## config.mk

```make
export PLATFORM = sky130hd
export DESIGN_NAME = fetch_stage_flat
export DESIGN_NICKNAME = d
export VERILOG_FILES = /design/src/rtl/simplerisc_pkg.sv /design/src/rtl/fetch_stage_if.sv /design/src/rtl/if_of_latch.sv /design/src/rtl/fetch_stage.sv /design/src/flat_wrapper.sv
export SDC_FILE = /design/constraint.sdc
export NUM_CORES = 1
export LEC_CHECK = 0
export CORE_UTILIZATION = 40
export CTS_BUF_LIST = sky130_fd_sc_hd__clkbuf_8
export CTS_CLUSTER_SIZE = 40
export DETAILED_ROUTE_END_ITERATION = 10
export PLACE_DENSITY = 0.7
export SLEW_MARGIN = 0
export SYNTH_ARGS = -nofsm -noshare
export SYNTH_HDL_FRONTEND = slang
export SYNTH_HIERARCHICAL = 1
export SYNTH_SLANG_ARGS = --single-unit
```

## constraint.sdc

```tcl
create_clock -name clk -period 3 [get_ports clk]
set_clock_uncertainty 0.15 [all_clocks]
set_input_delay 0.6 -clock clk [delete_from_list [all_inputs] [get_ports clk]]
set_output_delay 0.6 -clock clk [all_outputs]
set_load 0.1 [all_outputs]
```

## src/rtl/simplerisc_pkg.sv

```systemverilog
// Shared SimpleRISC constants: instruction field layout, bubble encoding, PC width.
package simplerisc_pkg;
  localparam int PC_W       = 32;
  localparam int INSN_W     = 32;
  localparam int OPCODE_W   = 5;
  localparam int OPCODE_MSB = 31;
  localparam int OPCODE_LSB = 27;

  localparam logic [OPCODE_W-1:0] OPC_NOP  = 5'b01101;
  localparam logic [INSN_W-1:0]   NOP_INSN = {OPC_NOP, {(INSN_W-OPCODE_W){1'b0}}};
  localparam logic [PC_W-1:0]     RESET_PC = 32'h0000_0000;

  function automatic logic [OPCODE_W-1:0] opcode_of(input logic [INSN_W-1:0] insn);
    return insn[OPCODE_MSB:OPCODE_LSB];
  endfunction
endpackage

```

## src/rtl/fetch_stage_if.sv

```systemverilog
// Fetch-stage bus: hazard/branch control in, imem request/return, IF/OF register out.
interface fetch_stage_if #(parameter int CNT_W = 16);
  import simplerisc_pkg::*;

  logic              stall_if;
  logic              branch_taken;
  logic [PC_W-1:0]   branch_pc;
  logic [PC_W-1:0]   imem_addr;
  logic [INSN_W-1:0] imem_rdata;
  logic              imem_valid;
  logic [PC_W-1:0]   of_pc;
  logic [INSN_W-1:0] of_instruction;
  logic              of_valid;
  logic [CNT_W-1:0]  fetch_count;

  // master: the fetch stage itself
  modport master (
    input  stall_if, branch_taken, branch_pc, imem_rdata, imem_valid,
    output imem_addr, of_pc, of_instruction, of_valid, fetch_count
  );

  // slave: hazard unit, EX redirect, instruction memory and OF consumer
  modport slave (
    output stall_if, branch_taken, branch_pc, imem_rdata, imem_valid,
    input  imem_addr, of_pc, of_instruction, of_valid, fetch_count
  );
endinterface

```

## src/rtl/if_of_latch.sv

```systemverilog
// IF/OF pipeline register: hold on stall, load a bubble on flush/miss, else load fetch.
module if_of_latch
  import simplerisc_pkg::*;
#(
  parameter logic [INSN_W-1:0] NOP = NOP_INSN
) (
  input  logic              clk,
  input  logic              rst_n,
  input  logic              hold,
  input  logic              bubble,
  input  logic [PC_W-1:0]   pc,
  input  logic [INSN_W-1:0] insn,
  output logic [PC_W-1:0]   of_pc,
  output logic [INSN_W-1:0] of_instruction,
  output logic              of_valid
);

  always_ff @(posedge clk or negedge rst_n) begin
    if (!rst_n) begin
      of_pc          <= '0;
      of_instruction <= NOP;
      of_valid       <= 1'b0;
    end else if (hold) begin
      of_pc          <= of_pc;
      of_instruction <= of_instruction;
      of_valid       <= of_valid;
    end else if (bubble) begin
      // of_pc still tracks pc so OF sees where the bubble came from
      of_pc          <= pc;
      of_instruction <= NOP;
      of_valid       <= 1'b0;
    end else begin
      of_pc          <= pc;
      of_instruction <= insn;
      of_valid       <= 1'b1;
    end
  end

endmodule

```

## src/rtl/fetch_stage.sv

```systemverilog
// SimpleRISC instruction fetch: PC register, next-PC selection, fetch counter, IF/OF register.
module fetch_stage
  import simplerisc_pkg::*;
#(
  parameter logic [PC_W-1:0]   RESET_PC_P = RESET_PC,
  parameter logic [PC_W-1:0]   PC_STEP    = 32'd1,
  parameter logic [INSN_W-1:0] NOP_P      = NOP_INSN,
  parameter int                CNT_W      = 16
) (
  input  logic          clk,
  input  logic          rst_n,
  fetch_stage_if.master bus
);

  logic [PC_W-1:0]  pc;
  logic [CNT_W-1:0] cnt;
  logic             hold;
  logic             bubble;
  logic             fetch_go;

  // redirect beats stall; a miss only matters when not stalled
  assign hold     = bus.stall_if & ~bus.branch_taken;
  assign bubble   = bus.branch_taken | ~bus.imem_valid;
  assign fetch_go = ~hold & ~bubble;

  assign bus.imem_addr   = pc;
  assign bus.fetch_count = cnt;

  always_ff @(posedge clk or negedge rst_n) begin
    if (!rst_n) begin
      pc  <= RESET_PC_P;
      cnt <= '0;
    end else begin
      if (bus.branch_taken) pc <= bus.branch_pc;
      else if (fetch_go)    pc <= pc + PC_STEP;
      if (fetch_go && cnt != '1) cnt <= cnt + 1'b1;
    end
  end

  if_of_latch #(.NOP(NOP_P)) u_latch (
    .clk            (clk),
    .rst_n          (rst_n),
    .hold           (hold),
    .bubble         (bubble),
    .pc             (pc),
    .insn           (bus.imem_rdata),
    .of_pc          (bus.of_pc),
    .of_instruction (bus.of_instruction),
    .of_valid       (bus.of_valid)
  );

endmodule

```

## src/flat_wrapper.sv

```systemverilog
// flat-port wrapper written by rule: the top's interface ports become plain ports
module fetch_stage_flat import simplerisc_pkg::*;
#(
  parameter logic [PC_W-1:0]   RESET_PC_P = RESET_PC,
  parameter logic [PC_W-1:0]   PC_STEP    = 32'd1,
  parameter logic [INSN_W-1:0] NOP_P      = NOP_INSN,
  parameter int                CNT_W      = 16
)
  (clk, rst_n, bus_stall_if, bus_branch_taken, bus_branch_pc, bus_imem_rdata, bus_imem_valid, bus_imem_addr, bus_of_pc, bus_of_instruction, bus_of_valid, bus_fetch_count);
  fetch_stage_if #(.CNT_W(CNT_W)) bus_i ();
  input  logic clk;
  input  logic rst_n;
  input wire logic [$bits(bus_i.stall_if)-1:0] bus_stall_if;
  input wire logic [$bits(bus_i.branch_taken)-1:0] bus_branch_taken;
  input wire logic [$bits(bus_i.branch_pc)-1:0] bus_branch_pc;
  input wire logic [$bits(bus_i.imem_rdata)-1:0] bus_imem_rdata;
  input wire logic [$bits(bus_i.imem_valid)-1:0] bus_imem_valid;
  output wire logic [$bits(bus_i.imem_addr)-1:0] bus_imem_addr;
  output wire logic [$bits(bus_i.of_pc)-1:0] bus_of_pc;
  output wire logic [$bits(bus_i.of_instruction)-1:0] bus_of_instruction;
  output wire logic [$bits(bus_i.of_valid)-1:0] bus_of_valid;
  output wire logic [$bits(bus_i.fetch_count)-1:0] bus_fetch_count;
  assign bus_i.stall_if = bus_stall_if;
  assign bus_i.branch_taken = bus_branch_taken;
  assign bus_i.branch_pc = bus_branch_pc;
  assign bus_i.imem_rdata = bus_imem_rdata;
  assign bus_i.imem_valid = bus_imem_valid;
  assign bus_imem_addr = bus_i.imem_addr;
  assign bus_of_pc = bus_i.of_pc;
  assign bus_of_instruction = bus_i.of_instruction;
  assign bus_of_valid = bus_i.of_valid;
  assign bus_fetch_count = bus_i.fetch_count;
  fetch_stage #(.RESET_PC_P(RESET_PC_P), .PC_STEP(PC_STEP), .NOP_P(NOP_P), .CNT_W(CNT_W)) u_core (.clk(clk), .rst_n(rst_n), .bus(bus_i));
endmodule
```

==> results.py, run 1 <==
# Physical implementation metrics
metrics = {
    "synthesis": {
        "ys.flops": 113,
        "simple_gate_share": 0.209,
        "synth_seq_share": 0.520,
        "ys_sh_xor": 0.0386,
        "synth-async-reset-ratio": 1.00,
        "syn-cell-area_um2": 5440,
        "yosys_most_used_dff": "dfrtp_1",
        "fa_ha_area_frac": 0.00460,
        "yosysCellCount": 510,
        "fp_nets": 581,
        "syn_area_per_cell_um2": 10.7,
        "logic_family": "simple AND/OR/NAND/NOR gates",
        "yosysWarnings": 6,
        "ys_area_um2": 5440,
        "compound_area_frac": 0.0991,
        "syn_inst": 510,
        "edf_count": 0,
        "mux_area_frac": 0.0940,
        "synth_cell_types": 47,
    },
    "final_layout": {
        "layout.nonclk_buf_frac": 0.218,
        "stdcell_area_um2": 7650,
        "drive_above_1_share": 0.289,
        "clkbuf_count": 23,
        "layout_top_cell": "buf_4",
        "final_util": 0.578,
        "comb_share": 0.317,
        "inv_count": 3,
        "n_all_buffers": 197,
        "seq_share": 0.370,
        "clk_share": 0.0641,
        "instances_no_fill": 885,
        "fin_nets": 767,
        "antennaDiodeCount": 0,
        "comb_area_um2": 2430,
        "dominant_cells": "flip-flops and latches",
        "areaGrowthSynthToFinish_pct": 40.7,
    },
    "placed_design": {
        "numPortBuffers": 181,
        "placed_cell_area_um2": 7160,
        "place.gp.congestion": 0.819,
        "placed_cells": 853,
        "dp_slack_ps": 258,
        "hpwl_um": 10200,
    },
    "routing": {
        "maxUsedRoutingLayer": "met4",
        "wl_per_cell_um": 16.8,
        "drc": 0,
        "wl_met1_um": 6830,
        "ant_nets": 0,
        "met2_wirelength_um": 6810,
        "dr_wl_met3_um": 1050,
        "routed_wl_um": 14800,
        "dr.pass1.iters": 5,
        "first_iter_violations": 321,
        "vias_per_cell": 5.21,
        "vias": 4611,
    },
    "final_timing": {
        "setup_viol": 0,
        "hold_viol": 0,
        "min_period_over_period": 0.824,
        "slew_violations": 0,
        "holdWs_ps": 59.3,
        "fin_crit_ps": 2470,
        "fmax_mhz": 404,
        "worstMarginPinSlew_ps": 664,
        "tns_ps": 0,
        "slew-limit-headroom": 0.557,
        "setup_ws_ps": 527,
        "grt_setup_unrepaired": "no",
    },
    "floorplanning": {
        "fp_util": 0.411,
        "core_area_um2": 13200,
        "die_y_um": 119,
        "io_pins": 182,
        "nWellTaps": 176,
        "rows": 42,
        "die-area_um2": 14100,
        "chipWidth_um": 119,
    },
    "flow_run": {
        "warnings": 28,
        "max-cap-violations": 0,
    },
    "global_route": {
        "busiest_layer": "met2",
        "grt_overflow": 0,
        "grt_pass1_wl_um": 23700,
        "globalRouteMet1Util": 0.283,
        "antenna_found_initial": 0,
        "grt_max_degree": 114,
        "grt_util_met3": 0.0623,
        "met2_usage": 0.335,
        "track_usage": 0.216,
    },
    "critical_path": {
        "cp.depth": 4,
        "crit_path_end_kind": "register",
        "crit_end": "u_core/bus.imem_addr[25]$_DFFE_PN0P_",
        "r2r_slack_ps": 530,
        "crit_chain": "nand3_2 -> or4_1 -> or4_1 -> a31oi_1",
        "r2r-end": "u_core/bus.imem_addr[25]$_DFFE_PN0P_",
        "cp_num_buf_inv": 0,
        "path_delay_family": "simple AND/OR/NAND/NOR gates",
        "cp_max_fo": 16,
        "crit_top_cell": "or4_1",
        "criticalPathCategory": "register to register",
        "timing.rr.start": "u_core/bus.imem_addr[9]$_DFFE_PN0P_",
        "cpPeakStageDelay_ps": 830,
        "startpoint_type": "register",
        "r2r_cells": 4,
        "worstPathRequired_ps": 3190,
    },
    "pwr": {
        "ir_worst_vdd_v": 0.000833,
        "finalPower_w": 0.00545,
        "leakage_nw": 3.36,
    },
    "clock_network": {
        "cts_tree": "yes",
        "post-cts-setup-buffers": 0,
        "clk_path_buf_depth": 2,
        "clkSinkCount": 113,
        "hold_buffers": 0,
        "clock_latency_ps": 420,
        "cts_root_buffer": "clkbuf_8",
        "clk_pin_slew_worst_paths_ps": 70,
        "cts-htree-levels": 4,
        "cts-resized-gates": 0,
    },
    "hold_path": {
        "hold_path_class": "input pin to asynchronous set/reset pin",
    },
    "status": {
        "status": "finished clean",
    },
}
-- run 1: synthesized netlist by cell type (5+ instances only) --
cell type	count	area (um2)
o31ai_1	12	90.1
o21ai_0	42	210
and3_1	5	31.3
nand4_1	17	106
clkbuf_1	17	63.8
a31oi_1	12	75.1
o21ai_1	9	45.0
nand3_1	24	120
and4_1	7	61.3
buf_2	6	30.0
buf_6	6	67.6
nand2b_1	30	188
or4_1	16	120
mux2_4	32	480
nand2_1	68	255
nor2_1	21	78.8
dfrtp_1	110	2750
xor2_1	7	61.3
nor4_1	5	31.3
xnor2_1	17	149
-- run 1: sequential cells by signal, summed over array words and instances, names as in the netlist --
register,cells
u_core/bus.imem_addr,32
u_core/u_latch/of_pc,32
u_core/u_latch/of_instruction,32
u_core/bus.fetch_count,16
u_core/u_latch/of_valid,1
-- run 1: power by group --
part	switching (W)	total, W	internal (W)
clock	0.000624	0.00175	0.00112
sequential	0.000164	0.00184	0.00168
combinational	0.00141	0.00186	0.000457
total	0.00219	0.00545	0.00326
-- run 1: worst min-delay path by stage --
stage	start	end	slack, ps
after floorplan	rst_n	u_core/bus.fetch_count[0]$_DFFE_PN0P_	150
after global placement	u_core/u_latch/of_instruction[29]$_DFFE_PN1N_	u_core/u_latch/of_instruction[29]$_DFFE_PN1N_	310
after detailed placement	u_core/u_latch/of_instruction[21]$_DFFE_PN0N_	u_core/u_latch/of_instruction[21]$_DFFE_PN0N_	330
after CTS	rst_n	u_core/u_latch/of_instruction[23]$_DFFE_PN0N_	110
after global routing	rst_n	u_core/u_latch/of_instruction[26]$_DFFE_PN0N_	140
final	rst_n	u_core/u_latch/of_instruction[23]$_DFFE_PN0N_	60
Figure 1. Clock distribution (run 1).
Drawn at 4 px/um.
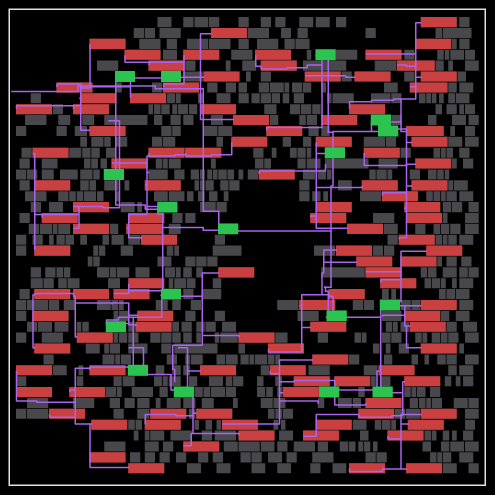
legend:
  clock wires:
    color: purple
    length: 1550 um
  cells driving clock nets:
    color: green
    count: 17
  flip-flops:
    color: red
    count: 113
routed clock nets: 18
flops lie: spread over the die

Figure 2. M3 wires (run 1).
Drawn at 3 px/um. Cells faint in the background.
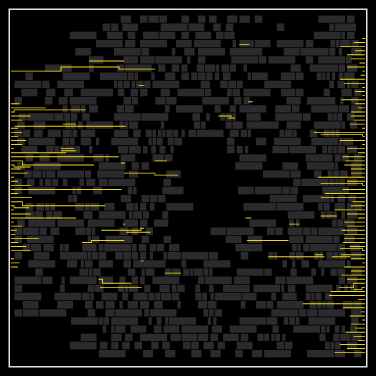
nets with wire on the layer: 131
main direction: horizontal
share of all routed wire: 7.1%
longest straight run: 36.8 um
wire length on this layer: 1050 um

Figure 3. Clock nets (run 1).
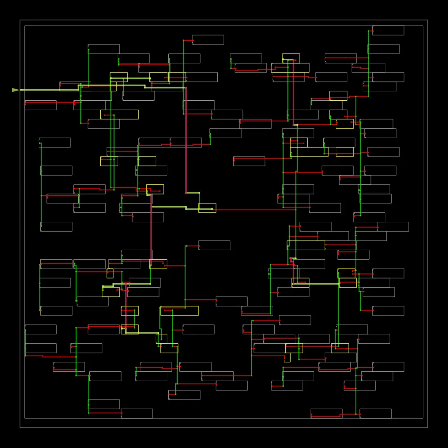
Seq cells: 113
CTS buffer count: 17

Figure 4. Placement by cell class (run 1).
Drawn at 2 px/um.
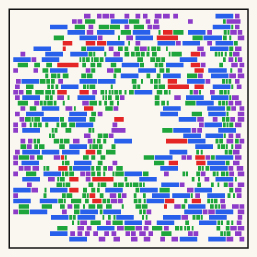
legend:
  clock drivers and dummy loads:
    color: red
    cells: 32
    share_of_their_area: 6.6%
  other buffers and delay cells:
    color: purple
    cells: 197
    share_of_their_area: 22%
  all other logic:
    color: green
    cells: 367
    share_of_their_area: 33%
  flip-flops:
    color: blue
    cells: 113
    share_of_their_area: 38%

Figure 5. I/O nets highlighted (run 1).
Drawn at 4 px/um.
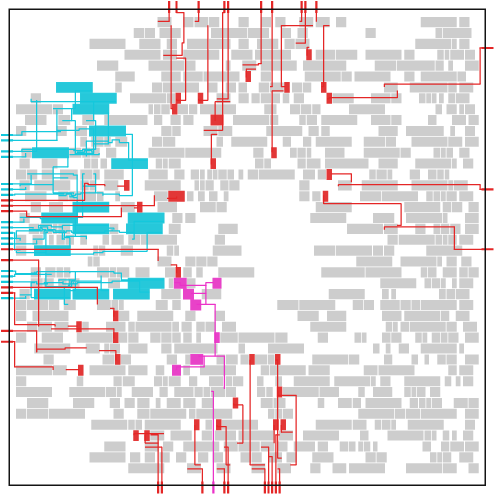

==> inputs of run 2 (changes only) <==
PLACE_DENSITY = 0.73   (was 0.7)
clock period = 2 ns   (was 3 ns; I/O delays follow)
Figure 6. I/O nets highlighted (run 2).
Drawn at 4 px/um.
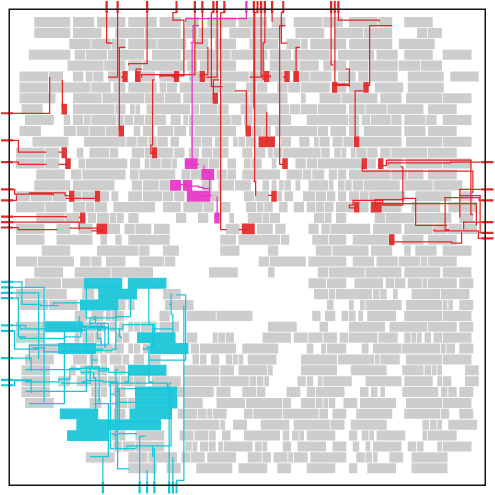
legend:
  `bus_fetch_count`:
    color: cyan
    bits: 16
    direction: output
    end_cells: 16
    wire: 891 um
  `bus_imem_valid`:
    color: magenta
    bits: 1
    direction: input
    end_cells: 7
    wire: 86.2 um
  `bus_branch_pc`:
    color: red
    bits: 32
    direction: input
    end_cells: 32
    wire: 973 um

==> run 2 against run 1 <==
  * The run now ends with setup timing left
  * Global-route usage is 3.8 points higher
  * Power is 64% higher
  * Combinational power increased by 96%
  * Cell count rose by 7.9%
  * Register-to-register slack lost 720 ps
  * Die size is the same
  * Synthesized cell count did not move
  * Sequential share of layout area decreased by 7.1 points
  * Via count rose by 13%
  * Sequential power is 57% higher
  * Core utilization rose by 17 points
  * Clock-buffer cell count decreased by 2
==> results.py, run 2 <==
# Physical implementation metrics
metrics = {
    "status": {
        "status": "finished, violations left",
        "violations": "setup timing",
    },
    "routing": {
        "drc": 0,
        "ant_nets": 0,
        "vias_per_cell": 5.48,
        "met2_wirelength_um": 9450,
        "first_iter_violations": 355,
        "dr_wl_met3_um": 1100,
        "wl_met1_um": 6990,
        "dr.pass1.iters": 5,
        "wl_per_cell_um": 18.9,
        "maxUsedRoutingLayer": "met4",
    },
    "pwr": {
        "leakage_nw": 4.14,
        "ir_worst_vdd_v": 0.000735,
        "p_seq_frac": 0.321,
        "switching_share": 0.394,
        "powerDensity_nw_per_um2": 907,
        "pg_clk_w": 0.00242,
        "clkPwrFrac": 0.270,
        "power.internal_w": 0.00542,
        "powerComb_w": 0.00365,
        "power.switching_w": 0.00353,
        "finalPower_w": 0.00895,
        "power_leader": "combinational cells",
        "p_comb_frac": 0.408,
        "seq-power_w": 0.00288,
    },
    "synthesis": {
        "synth_seq_share": 0.520,
        "largest_area_cell": "dfrtp_1",
        "fp_nets": 581,
        "yosysWarnings": 6,
        "yosysCellCount": 510,
        "syn-cell-area_um2": 5440,
        "area_leaders": "dfrtp_1 (51%), mux2_4 (8.8%), nand2_1 (4.7%)",
        "ys_area_um2": 5440,
        "syn_inst": 510,
        "synth-async-reset-ratio": 1.00,
        "edf_count": 0,
        "ys.flops": 113,
        "yosysMostFrequentCell": "dfrtp_1",
        "synth_top_area_share": 0.506,
        "top_cells_by_count": "dfrtp_1 (110), nand2_1 (68), o21ai_0 (42), mux2_4 (32), nand2b_1 (30)",
        "yosys_most_used_dff": "dfrtp_1",
        "synth_cell_types": 47,
        "syn_area_per_cell_um2": 10.7,
    },
    "flow_run": {
        "warnings": 29,
        "max-cap-violations": 0,
    },
    "floorplanning": {
        "rows": 42,
        "io_pins": 182,
        "fp_util": 0.411,
        "die-area_um2": 14100,
        "chipWidth_um": 119,
        "core_area_um2": 13200,
        "die_y_um": 119,
    },
    "clock_network": {
        "clock_latency_ps": 440,
        "hold_buffers": 1,
        "cts-resized-gates": 7,
        "cts-htree-levels": 4,
        "clkSinkCount": 113,
        "cts_tree": "yes",
        "post-cts-setup-buffers": 2,
        "clk_pin_slew_worst_paths_ps": 70,
        "clk_path_buf_depth": 2,
        "cts_buffers": 17,
        "cts_root_buffer": "clkbuf_8",
    },
    "global_route": {
        "track_usage": 0.253,
        "grt_overflow": 0,
        "grt_pass1_wl_um": 27800,
        "met2_usage": 0.440,
        "grt_pass1_vias": 5358,
        "grt_max_degree": 37,
        "globalRouteMet1Util": 0.296,
        "antenna_found_initial": 1,
        "busiest_layer": "met2",
    },
    "final_timing": {
        "min_period_over_period": 1.10,
        "slew_violations": 0,
        "worstMarginPinSlew_ps": 521,
        "holdWs_ps": 310,
        "grt_setup_unrepaired": "yes",
        "slew-limit-headroom": 0.653,
        "fmax_mhz": 456,
        "setup_ws_ps": -192,
        "fin_crit_ps": 2190,
        "hold_viol": 0,
        "setup_viol": 8,
    },
    "critical_path": {
        "cp_data_arrival_time_ps": 2380,
        "crit_top_cell": "or4_4",
        "path_delay_family": "simple AND/OR/NAND/NOR gates",
        "worstPathRequired_ps": 2190,
        "crit_slowest_cell": "or4_4",
        "r2r_slack_ps": -190,
        "cp_num_buf_inv": 0,
        "crit_path_end_kind": "register",
        "startpoint_type": "register",
        "r2r_cells": 4,
        "timing.rr.start": "u_core/bus.imem_addr[7]$_DFFE_PN0P_",
        "r2r-end": "u_core/bus.imem_addr[26]$_DFFE_PN0P_",
        "cpPeakStageDelay_ps": 620,
        "crit_chain": "nand3_4 -> or4_4 -> or4_4 -> a31oi_1",
        "criticalPathCategory": "register to register",
        "cp_max_fo": 5,
    },
    "final_layout": {
        "lay_top_cells": "buf_12 (117), buf_4 (72), dfrtp_1 (68)",
        "layout_top_cell": "buf_12",
        "area.sequential_um2": 2950,
        "areaGrowthSynthToFinish_pct": 81.3,
        "nFillCells": 861,
        "instances_no_fill": 955,
        "fin_nets": 836,
        "final_util": 0.745,
        "drive_above_1_share": 0.432,
        "comb_area_um2": 2580,
    },
    "placed_design": {
        "place.gp.congestion": 0.857,
        "numPortBuffers": 181,
        "placed_cells": 908,
        "dp_slack_ps": -456,
        "hpwl_um": 12400,
    },
    "hold_path": {
        "hold_path_class": "input pin to asynchronous set/reset pin",
    },
}
Figure 7. M3 wires (run 2).
Drawn at 3 px/um. Cells faint in the background.
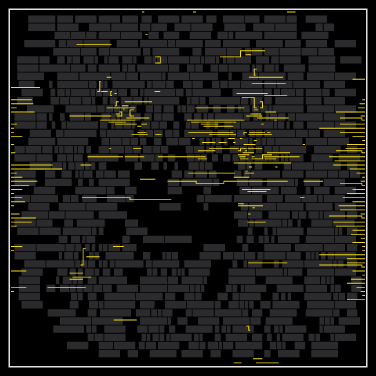
grt met3 use: 0.0584
via count: 5229
drt total wl: 18100 um

-- run 2: cell counts after synthesis --
No cell type changed its count.
-- run 2: logic make-up (layout without fill, tap and decap cells) --
logic type,Yosys count,in the layout,share of synthesized area
multiplexers,35,35,0.0940
adder cells (fa/ha/maj),2,2,0.00460
buffers and inverters,33,300,0.0345
AND-OR/OR-AND,89,89,0.0991
XOR/XNOR,24,24,0.0386
other,0,1,0
flip-flops,113,113,0.520
AND/OR/NAND/NOR,214,215,0.209
-- run 2: area by class of cell --
type                       instances  share of cell area
timing repair buffer             265               0.371
sequential                       113               0.299
antenna                            1            0.000254
multi-input combinational        365               0.261
clock inverter                    11              0.0162
clock buffer                      21              0.0293
inverter                           3             0.00114
tap                              176              0.0223
-- run 2: worst max path at each step --
stage / startpoint / to / slack, ps / cells past startpoint
final: u_core/bus.imem_addr[7]$_DFFE_PN0P_ / u_core/bus.imem_addr[26]$_DFFE_PN0P_ / -190 / 4
after global routing: u_core/bus.imem_addr[17]$_DFFE_PN0P_ / u_core/bus.imem_addr[26]$_DFFE_PN0P_ / -260 / 4
after CTS: u_core/bus.imem_addr[7]$_DFFE_PN0P_ / u_core/bus.imem_addr[26]$_DFFE_PN0P_ / -10 / 4
after detailed placement: bus_imem_valid / u_core/bus.imem_addr[25]$_DFFE_PN0P_ / -460 / 6
after global placement: bus_imem_valid / u_core/bus.imem_addr[24]$_DFFE_PN0P_ / -400 / 7
after floorplan: u_core/bus.imem_addr[7]$_DFFE_PN0P_ / u_core/bus.imem_addr[24]$_DFFE_PN0P_ / -280 / 5
-- run 2: stage by stage --
step | setup TNS, ps | instance area (um2)
after floorplan | -2700 | 5630
after global placement | -28080 | 9180
after detailed placement | -29940 | 9180
after CTS | -21.7 | 9690
after global routing | -926 | 9870
final | -522 | 9870
Figure 8. Placement by cell class (run 2).
Drawn at 2 px/um.
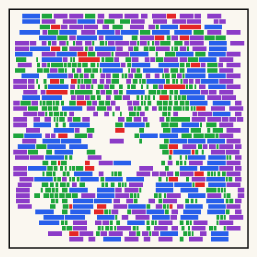

==> inputs of run 3 (changes only) <==
PLACE_DENSITY = 0.72   (was 0.73)
SYNTH_HIERARCHICAL = not set   (was 1)
clock period = 2.2 ns   (was 2 ns; I/O delays follow)
Figure 9. Placement by cell class (run 3).
Drawn at 2 px/um.
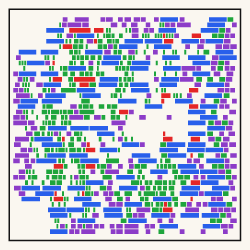
post-route cell area: 7540 um2
core region area: 12200 um2

==> run 3 against run 2 <==
  * The flow now finishes without violations
  * Flip-flop count unchanged
  * Hold slack improved by 9.3 ps
  * Cell count decreased by 8.0%
  * Clock-buffer cell count shrank 3
  * Via count is 12% lower
  * Core utilization fell by 13 points
  * Power fell by 25%
  * Synthesized area decreased by 6.3%
==> results.py, run 3 <==
# Physical implementation metrics
metrics = {
    "pwr": {
        "finalPower_w": 0.00673,
        "leakage_nw": 3.48,
        "ir_worst_vdd_v": 0.000575,
        "power.switching_w": 0.00285,
        "powerComb_w": 0.00241,
        "power_leader": "registers",
        "p_comb_frac": 0.358,
        "power.internal_w": 0.00387,
        "clkPwrFrac": 0.267,
        "powerDensity_nw_per_um2": 892,
        "pg_clk_w": 0.00179,
        "seq-power_w": 0.00253,
        "p_seq_frac": 0.375,
        "switching_share": 0.424,
    },
    "final_layout": {
        "nFillCells": 1044,
        "areaGrowthSynthToFinish_pct": 47.9,
        "final_util": 0.617,
        "instances_no_fill": 879,
        "n_all_buffers": 208,
        "comb_share": 0.280,
        "lay_top_cells": "buf_4 (123), nand2_1 (121), dfrtp_1 (68)",
        "drive_above_1_share": 0.309,
        "area.sequential_um2": 2890,
        "nMultiInputCombCells": 352,
        "ff_count": 113,
        "dominant_cells": "flip-flops and latches",
        "layout.nonclk_buf_frac": 0.258,
        "clkbuf_count": 18,
        "comb_area_um2": 2110,
        "layout_top_cell": "buf_4",
        "inv_count": 6,
        "seq_share": 0.384,
        "fin_nets": 769,
        "antennaDiodeCount": 0,
        "clk_share": 0.0476,
    },
    "synthesis": {
        "synth_cell_types": 50,
        "top_cells_by_count": "nand2_1 (121), dfrtp_1 (110), a22o_1 (29), clkbuf_1 (22), o21ai_0 (22)",
        "yosysMostFrequentCell": "nand2_1",
        "fp_nets": 574,
        "synth_seq_share": 0.555,
        "yosysCellCount": 503,
        "syn_area_per_cell_um2": 10.1,
        "ys.flops": 113,
        "synth_top_area_share": 0.540,
        "yosys_most_used_dff": "dfrtp_1",
        "syn-cell-area_um2": 5100,
        "yosysWarnings": 0,
        "largest_area_cell": "dfrtp_1",
        "synth-async-reset-ratio": 1.00,
        "ys_area_um2": 5100,
        "edf_count": 0,
        "syn_inst": 503,
    },
    "status": {
        "status": "finished clean",
    },
    "final_timing": {
        "holdWs_ps": 319,
        "hold_viol": 0,
        "worstMarginPinSlew_ps": 392,
        "setup_ws_ps": 186,
        "slew_violations": 0,
        "grt_setup_unrepaired": "no",
        "slew-limit-headroom": 0.739,
        "setup_viol": 0,
        "fin_crit_ps": 2010,
        "min_period_over_period": 0.916,
        "tns_ps": 0,
        "fmax_mhz": 496,
    },
    "clock_network": {
        "clk_path_buf_depth": 2,
        "clock_latency_ps": 440,
        "cts_buffers": 17,
        "clk_pin_slew_worst_paths_ps": 60,
        "cts_root_buffer": "clkbuf_8",
        "cts-htree-levels": 4,
        "cts_tree": "yes",
        "clkSinkCount": 113,
        "cts-resized-gates": 0,
    },
    "flow_run": {
        "warnings": 26,
        "max-cap-violations": 0,
    },
    "global_route": {
        "met2_usage": 0.353,
        "busiest_layer": "met2",
        "grt_pass1_vias": 4518,
        "track_usage": 0.225,
        "grt_overflow": 0,
        "grt_max_degree": 63,
        "grt_pass1_wl_um": 22800,
        "antenna_found_initial": 0,
        "globalRouteMet1Util": 0.287,
    },
    "placed_design": {
        "place.gp.congestion": 0.834,
        "placed_cells": 846,
        "placed_cell_area_um2": 7170,
        "dp_slack_ps": -239,
        "numPortBuffers": 181,
        "hpwl_um": 10600,
    },
    "routing": {
        "first_iter_violations": 275,
        "drc": 0,
        "dr.pass1.iters": 4,
        "vias_per_cell": 5.25,
        "ant_nets": 0,
        "wl_per_cell_um": 16.4,
        "routed_wl_um": 14400,
    },
    "floorplanning": {
        "nWellTaps": 168,
        "die-area_um2": 13200,
        "rows": 40,
        "chipWidth_um": 115,
        "fp_util": 0.418,
        "die_y_um": 115,
        "io_pins": 182,
    },
    "critical_path": {
        "cp_max_fo": 6,
        "startpoint_type": "register",
        "worstPathRequired_ps": 2400,
        "criticalPathCategory": "register to register",
        "cp_data_arrival_time_ps": 2210,
        "crit_path_end_kind": "register",
    },
    "hold_path": {
        "hold_path_class": "register to register",
    },
}
Figure 10. I/O nets highlighted (run 3).
Drawn at 4 px/um.
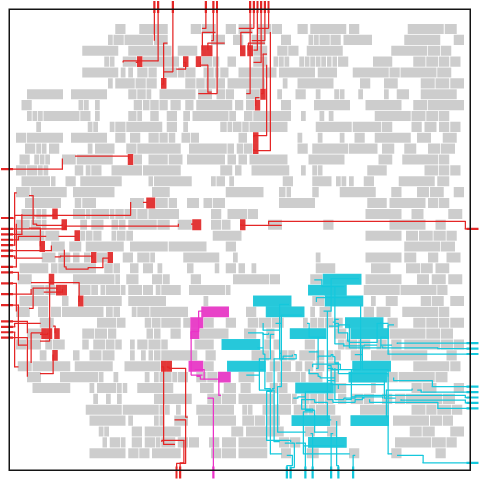
legend:
  `bus_fetch_count`:
    color: cyan
    bits: 16
    direction: output
    end_cells: 16
    wire: 861 um
  `bus_imem_valid`:
    color: magenta
    bits: 1
    direction: input
    end_cells: 5
    wire: 56.5 um
  `bus_branch_pc`:
    color: red
    bits: 32
    direction: input
    end_cells: 32
    wire: 788 um

[run 3: cell families after synthesis]
group	after synthesis	synth area share
flip-flops	113	0.555
XOR/XNOR	24	0.0412
AND/OR/NAND/NOR	230	0.228
adder cells (fa/ha/maj)	2	0.00491
AND-OR/OR-AND	92	0.129
multiplexers	4	0.00834
buffers and inverters	38	0.0336
[run 3: repair_timing]
| item | CTS | global route |
|---|---|---|
| endpoints found under the hold margin | 29 | 0 |
| hold buffers | 1 | 0 |
| setup buffers | 0 | 0 |
[run 3: worst max-delay path, cell delays in order (launching register included)]
cell	delay (ps)
dfrtp_4	470
ha_1	220
and4_1	260
nand4_4	120
or4_1	530
a31oi_1	170
[run 3: per-layer routing]
| metal | vias up | wire length [um] | part of all wire |
|---|---|---|---|
| li1 | 2186 | - | - |
| met1 | 2232 | 6260 | 0.44 |
| met2 | 180 | 6760 | 0.47 |
| met3 | 14 | 1170 | 0.081 |
| met4 | 0 | 189 | 0.013 |
| met5 | - | 0 | 0 |
[run 3: path summary, 6_finish.rpt]
kind	from	slack, ps	cells past startpoint	to
min	u_core.u_latch.of_pc[24]$_DFFE_PN0N_	320	2	u_core.u_latch.of_pc[24]$_DFFE_PN0N_
min in group asynchronous	rst_n	340	2	u_core.u_latch.of_instruction[18]$_DFFE_PN0N_
max	u_core.bus.imem_addr[0]$_DFFE_PN0P_	190	5	u_core.bus.imem_addr[26]$_DFFE_PN0P_
max reg2reg	u_core.bus.imem_addr[0]$_DFFE_PN0P_	190	5	u_core.bus.imem_addr[26]$_DFFE_PN0P_
min reg2reg	u_core.u_latch.of_pc[24]$_DFFE_PN0N_	320	2	u_core.u_latch.of_pc[24]$_DFFE_PN0N_
max in group asynchronous	rst_n	870	3	u_core.u_latch.of_instruction[27]$_DFFE_PN1N_
Power figures rest on the tool's default switching activity, not on a simulated workload.
